**Run 1: signal wires on met2**

Drawn at 2 px/um.
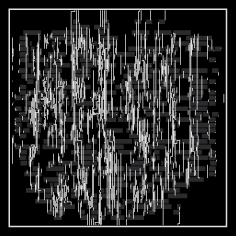
**Run 1: M3 wires**

Drawn at 2 px/um.
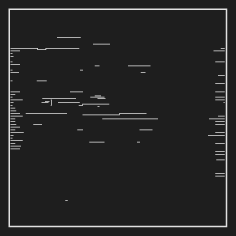
**Run 1: cells by drive strength**

Drawn at 4 px/um.
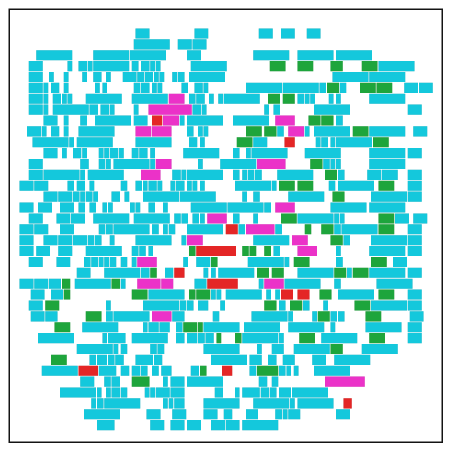
==> config.mk <==
export PLATFORM = sky130hd
export DESIGN_NAME = fmc150_spi_ctrl_flat
export DESIGN_NICKNAME = d
export VERILOG_FILES = /design/src/rtl/fmc150_spi_ctrl_if.sv /design/src/rtl/fmc150_spi_ctrl.sv /design/src/flat_wrapper.sv
export SDC_FILE = /design/constraint.sdc
export NUM_CORES = 1
export LEC_CHECK = 0
export ABC_AREA = 0
export CAP_MARGIN = 30
export CORE_MARGIN = 2
export CORE_UTILIZATION = 45
export CTS_CLUSTER_SIZE = 10
export DETAILED_ROUTE_END_ITERATION = 6
export GPL_TIMING_DRIVEN = 0
export PLACE_DENSITY = 0.69
export SYNTH_ARGS = -nofsm -noshare
export SYNTH_HDL_FRONTEND = slang
export SYNTH_SLANG_ARGS = --single-unit
==> constraint.sdc <==
create_clock -name clk_sys_i -period 4.37 [get_ports clk_sys_i]
set_input_delay 0.437 -clock clk_sys_i [delete_from_list [all_inputs] [get_ports clk_sys_i]]
set_output_delay 0.437 -clock clk_sys_i [all_outputs]
set_load 0.02 [all_outputs]
==> src/rtl/fmc150_spi_ctrl_if.sv <==
// Register-bank side of the FMC150 SPI engine.
// Request fields in, read data and status out.
interface fmc150_spi_ctrl_if;
  logic        start;
  logic        rw;
  logic [3:0]  cs;
  logic [6:0]  addr;
  logic [23:0] wdata;
  logic [23:0] rdata;
  logic        busy;
  logic        done;
  logic        err;

  modport master (
    output start, rw, cs, addr, wdata,
    input  rdata, busy, done, err
  );

  modport slave (
    input  start, rw, cs, addr, wdata,
    output rdata, busy, done, err
  );
endinterface

==> src/rtl/fmc150_spi_ctrl.sv <==
// FMC150 SPI transaction engine: one register-bank request
// becomes one mode-0 SPI frame to CDCE, ADC, DAC or MON.
module fmc150_spi_ctrl #(
  parameter int g_clk_div = 8
) (
  input  logic clk_sys_i,
  input  logic rst_i,
  fmc150_spi_ctrl_if.slave bus,
  output logic spi_sclk_o,
  output logic spi_sdata_o,
  output logic cdce_n_en_o,
  output logic adc_n_en_o,
  output logic dac_n_en_o,
  output logic mon_n_en_o,
  input  logic cdce_sdo_i,
  input  logic adc_sdo_i,
  input  logic dac_sdo_i,
  input  logic mon_sdo_i
);

  typedef enum logic [2:0] {
    S_IDLE, S_SETUP, S_HIGH, S_LOW, S_HOLD, S_DONE
  } state_t;

  localparam logic [7:0] c_last = 8'(g_clk_div - 1);

  state_t      state_q, state_d;
  logic [7:0]  cnt_q, cnt_d;
  logic [4:0]  bit_q, bit_d;
  logic [31:0] sreg_q, sreg_d;
  logic [23:0] shad_q, shad_d;
  logic [23:0] data_q, data_d;
  logic [3:0]  cs_q, cs_d;
  logic        rw_q, rw_d;
  logic        err_q, err_d;
  logic [1:0]  sync_q;

  logic        onehot;
  logic        tick;
  logic        active;
  logic        miso;
  logic [4:0]  last_bit;
  logic [4:0]  first_data;
  logic [31:0] frame;
  logic [3:0]  cs_m1;

  assign cs_m1  = bus.cs - 4'd1;
  assign onehot = (bus.cs != 4'd0) && ((bus.cs & cs_m1) == 4'd0);
  assign tick   = (cnt_q == c_last);
  assign active = (state_q == S_SETUP) || (state_q == S_HIGH) ||
                  (state_q == S_LOW)   || (state_q == S_HOLD);
  assign miso   = |(cs_q & {mon_sdo_i, dac_sdo_i, adc_sdo_i, cdce_sdo_i});

  // CDCE/MON frames are 32 bits, ADC/DAC 16; read data sits in the tail.
  assign last_bit   = (cs_q[0] | cs_q[3]) ? 5'd31 : 5'd15;
  assign first_data = cs_q[3] ? 5'd16 : 5'd8;

  // Left-aligned frame image built from the incoming request.
  always_comb begin
    frame = '0;
    if (bus.cs[0])
      frame = {bus.rw, bus.addr, bus.wdata};
    else if (bus.cs[3])
      frame = {bus.rw, bus.addr, 8'h00, bus.wdata[15:0]};
    else
      frame = {bus.rw, bus.addr, bus.wdata[7:0], 16'h0000};
  end

  // Next-state, phase counter, shift and capture logic.
  always_comb begin
    state_d = state_q;
    cnt_d   = cnt_q + 8'd1;
    bit_d   = bit_q;
    sreg_d  = sreg_q;
    shad_d  = shad_q;
    data_d  = data_q;
    cs_d    = cs_q;
    rw_d    = rw_q;
    err_d   = 1'b0;
    case (state_q)
      S_IDLE: begin
        cnt_d = '0;
        if (bus.start) begin
          if (onehot) begin
            state_d = S_SETUP;
            cs_d    = bus.cs;
            rw_d    = bus.rw;
            sreg_d  = frame;
            shad_d  = '0;
            bit_d   = '0;
          end else begin
            err_d = 1'b1;
          end
        end
      end
      S_SETUP: begin
        if (tick) begin
          state_d = S_HIGH;
          cnt_d   = '0;
        end
      end
      S_HIGH: begin
        if (tick) begin
          state_d = S_LOW;
          cnt_d   = '0;
          sreg_d  = {sreg_q[30:0], 1'b0};
          if (bit_q >= first_data)
            shad_d = {shad_q[22:0], sync_q[1]};
        end
      end
      S_LOW: begin
        if (tick) begin
          cnt_d = '0;
          if (bit_q == last_bit) begin
            state_d = S_HOLD;
          end else begin
            state_d = S_HIGH;
            bit_d   = bit_q + 5'd1;
          end
        end
      end
      S_HOLD: begin
        if (tick) begin
          state_d = S_DONE;
          cnt_d   = '0;
          if (rw_q)
            data_d = shad_q;
        end
      end
      S_DONE: begin
        state_d = S_IDLE;
        cnt_d   = '0;
      end
      default: begin
        state_d = S_IDLE;
        cnt_d   = '0;
      end
    endcase
  end

  // State and datapath registers.
  always_ff @(posedge clk_sys_i or posedge rst_i) begin
    if (rst_i) begin
      state_q <= S_IDLE;
      cnt_q   <= '0;
      bit_q   <= '0;
      sreg_q  <= '0;
      shad_q  <= '0;
      data_q  <= '0;
      cs_q    <= '0;
      rw_q    <= 1'b0;
      err_q   <= 1'b0;
    end else begin
      state_q <= state_d;
      cnt_q   <= cnt_d;
      bit_q   <= bit_d;
      sreg_q  <= sreg_d;
      shad_q  <= shad_d;
      data_q  <= data_d;
      cs_q    <= cs_d;
      rw_q    <= rw_d;
      err_q   <= err_d;
    end
  end

  // Two-flop synchronizer on the selected device MISO.
  always_ff @(posedge clk_sys_i or posedge rst_i) begin
    if (rst_i)
      sync_q <= '0;
    else
      sync_q <= {sync_q[0], miso};
  end

  assign spi_sclk_o  = (state_q == S_HIGH);
  assign spi_sdata_o = active & sreg_q[31];
  assign cdce_n_en_o = ~(active & cs_q[0]);
  assign adc_n_en_o  = ~(active & cs_q[1]);
  assign dac_n_en_o  = ~(active & cs_q[2]);
  assign mon_n_en_o  = ~(active & cs_q[3]);

  assign bus.rdata = data_q;
  assign bus.busy  = (state_q != S_IDLE);
  assign bus.done  = (state_q == S_DONE);
  assign bus.err   = err_q;

endmodule

==> src/flat_wrapper.sv <==
// flat-port wrapper written by rule: the top's interface ports become plain ports
module fmc150_spi_ctrl_flat 
#(
  parameter int g_clk_div = 8
)
  (clk_sys_i, rst_i, spi_sclk_o, spi_sdata_o, cdce_n_en_o, adc_n_en_o, dac_n_en_o, mon_n_en_o, cdce_sdo_i, adc_sdo_i, dac_sdo_i, mon_sdo_i, bus_start, bus_rw, bus_cs, bus_addr, bus_wdata, bus_rdata, bus_busy, bus_done, bus_err);
  fmc150_spi_ctrl_if bus_i ();
  input  logic clk_sys_i;
  input  logic rst_i;
  output logic spi_sclk_o;
  output logic spi_sdata_o;
  output logic cdce_n_en_o;
  output logic adc_n_en_o;
  output logic dac_n_en_o;
  output logic mon_n_en_o;
  input  logic cdce_sdo_i;
  input  logic adc_sdo_i;
  input  logic dac_sdo_i;
  input  logic mon_sdo_i;
  input wire logic [$bits(bus_i.start)-1:0] bus_start;
  input wire logic [$bits(bus_i.rw)-1:0] bus_rw;
  input wire logic [$bits(bus_i.cs)-1:0] bus_cs;
  input wire logic [$bits(bus_i.addr)-1:0] bus_addr;
  input wire logic [$bits(bus_i.wdata)-1:0] bus_wdata;
  output wire logic [$bits(bus_i.rdata)-1:0] bus_rdata;
  output wire logic [$bits(bus_i.busy)-1:0] bus_busy;
  output wire logic [$bits(bus_i.done)-1:0] bus_done;
  output wire logic [$bits(bus_i.err)-1:0] bus_err;
  assign bus_i.start = bus_start;
  assign bus_i.rw = bus_rw;
  assign bus_i.cs = bus_cs;
  assign bus_i.addr = bus_addr;
  assign bus_i.wdata = bus_wdata;
  assign bus_rdata = bus_i.rdata;
  assign bus_busy = bus_i.busy;
  assign bus_done = bus_i.done;
  assign bus_err = bus_i.err;
  fmc150_spi_ctrl #(.g_clk_div(g_clk_div)) u_core (.clk_sys_i(clk_sys_i), .rst_i(rst_i), .bus(bus_i), .spi_sclk_o(spi_sclk_o), .spi_sdata_o(spi_sdata_o), .cdce_n_en_o(cdce_n_en_o), .adc_n_en_o(adc_n_en_o), .dac_n_en_o(dac_n_en_o), .mon_n_en_o(mon_n_en_o), .cdce_sdo_i(cdce_sdo_i), .adc_sdo_i(adc_sdo_i), .dac_sdo_i(dac_sdo_i), .mon_sdo_i(mon_sdo_i));
endmodule
==> results.json, run 1 <==
{
  "status": "finished clean",
  "aoi_share": 0.166,
  "fp.dieW_um": 108,
  "first_pass_iters": 4,
  "setup-violations-final": 0,
  "crit_buf_inv": 6,
  "synth_simple_gate_area_share": 0.151,
  "clk_pin_slew_ns": 0.11,
  "worst_setup_path_start_kind": "register",
  "logic_area_mm2": 0.00200,
  "dieArea_mm2": 0.0116,
  "final_area_mm2": 0.00602,
  "pwr-share-comb": 0.143,
  "cp_top_family": "buffers and inverters",
  "io_buffer_count": 75,
  "clock_area_frac": 0.0357,
  "power_density_mw_per_mm2": 347,
  "drt-met1-wl_um": 4840,
  "cts_sinks": 104,
  "period_used_share": 0.680,
  "grt_pass1_wl_um": 17300,
  "diodes": 0,
  "vias": 3683,
  "utilization": 0.578,
  "mostFrequentLayoutCells": "104 x dfrtp_1, 75 x clkdlybuf4s50_1, 74 x nand2_1, 49 x o21ai_0, 32 x nor2_1",
  "insertion_delay_ns": 0.37,
  "sh_seq_area": 0.432,
  "cts_made_buffers": 9,
  "dp_slack_ns": 1.78,
  "slowest_delay_ns": 0.64,
  "buffers": 108,
  "dr.max_layer_used": "met4"
}
About 'signal wires on met2':
longest straight run: 39.1 um
nets with wire on the layer: 494
main direction: vertical
share of all routed wire: 47%
wire length on this layer: 4,790 um

About 'M3 wires':
nets with wire on the layer: 70
share of all routed wire: 4.2%
wire length on this layer: 423 um
longest straight run: 27.6 um
main direction: horizontal

About 'cells by drive strength':
[green] x2 | cells: 67
[red] x3 and x4 | cells: 11
[cyan] x1 and smaller | cells: 456
[magenta] x6 and larger | cells: 22

[run 1: final timing paths]
kind	start	end	cells after the start
max in group asynchronous	rst_i	u_core.sreg_q[4]$_DFFE_PP0P_	3
setup reg to reg	u_core.cs_q[3]$_DFFE_PP0P_	u_core.shad_q[0]$_DFFE_PP0P_	8
hold / removal	u_core.sync_q[0]$_DFF_PP0_	u_core.sync_q[1]$_DFF_PP0_	0
min in group asynchronous	rst_i	u_core.cnt_q[0]$_DFF_PP0_	2
hold reg to reg	u_core.sync_q[0]$_DFF_PP0_	u_core.sync_q[1]$_DFF_PP0_	0
setup / recovery	u_core.state_q[2]$_DFFE_PP0P_	spi_sclk_o	7
**Run 1: routing congestion map**

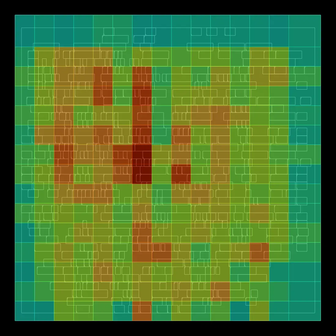

==> run 2: changes to the inputs <==
Settings changed: PLACE_DENSITY 0.69 to 0.71.
Clock period 4.37 ns to 2.7 ns, I/O delays scaled along.
**Run 2: routing congestion map**

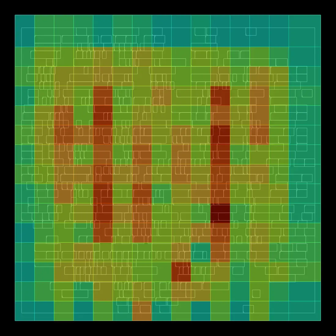
GRT Overall Usage: 0.188
post-layout util: 0.577
wire per inst: 14.6 um
Most Used Layer, Global Route: met2

**Run 2: logic cells by family**

Drawn at 4 px/um.
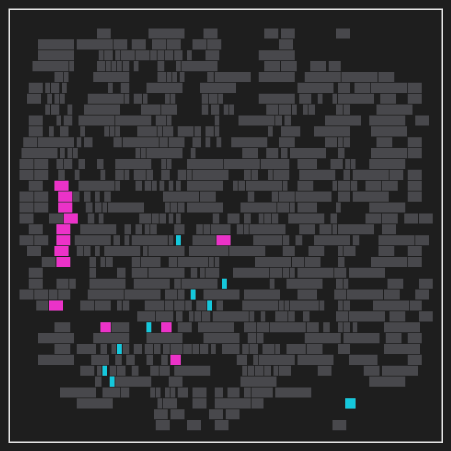
[magenta] non-inverting ao/oa cells | cells: 13 | most used: a221o_1 | where: left middle
[cyan] inv cells | cells: 9 | most used: inv_1

==> run 2 against run 1 <==
Net effect: via count grew 0.33%; synthesized cell count is the same; setup slack got worse by 1.2 ns; largest power group unchanged; highest routed layer unchanged.
==> results.json, run 2 <==
{
  "crit_type": "register to primary output",
  "dp_slack_ns": 0.304,
  "grt_pass1_wl_um": 17300,
  "mostFrequentLayoutCells": "104 x dfrtp_1, 74 x nand2_1, 74 x clkdlybuf4s50_1, 49 x o21ai_0, 32 x nor2_1",
  "drt-met1-wl_um": 4710,
  "required_ns": 2.43,
  "period_used_share": 0.940,
  "r2r_cells": 8,
  "final_area_mm2": 0.00601,
  "fin_nets": 600,
  "power_density_mw_per_mm2": 546,
  "r2r-end": "u_core.shad_q[1]$_DFFE_PP0P_",
  "cp_top_family": "buffers and inverters",
  "gr-usage-met1": 0.259,
  "hold_path.class": "primary input to asynchronous set/reset pin",
  "vias": 3695,
  "slowest_delay_ns": 0.61,
  "setup-violations-final": 0,
  "synth_simple_gate_area_share": 0.151,
  "dieArea_mm2": 0.0116,
  "fp.dieW_um": 108,
  "cts_made_buffers": 9,
  "aoi_share": 0.166,
  "critical_path_depth": 5,
  "worstSetupStartpoint": "u_core.state_q[1]$_DFFE_PP0P_",
  "first_pass_iters": 4,
  "fin_ws_ns": 0.163,
  "dr.max_layer_used": "met4",
  "crit_buf_inv": 2,
  "status": "finished clean",
  "clk_pin_slew_ns": 0.11,
  "io_buffer_count": 75,
  "crit_end": "spi_sdata_o",
  "diodes": 0,
  "worst_setup_path_start_kind": "register",
  "detail-route-antenna-nets": 0
}
-- run 2: through the flow --
stage	util	hold WS [ns]
5_1_grt	0.577	0.358
3_5_place_dp	0.559	0.370
4_1_cts	0.577	0.319
2_1_floorplan	-	0.331
6_report	0.577	0.310
3_3_place_gp	0.555	0.377
-- run 2: layout make-up --
cell class              instances  area, um2
plain buffers                  32        223
clock buffers                  10        138
flip-flops and latches        104       2600
inverters                       9       37.5
multi-input cells             319       2000
fillers                       927       4400
well taps                     136        170
clock inverters                 6       51.3
repair buffers                 77        790
-- run 2: power breakdown --
part / switching [mW] / internal, mW
Combinational: 0.242 / 0.244
Clock: 0.557 / 0.372
Sequential: 0.125 / 1.74
Total: 0.925 / 2.36
Power is estimated from default activity; no workload was simulated.
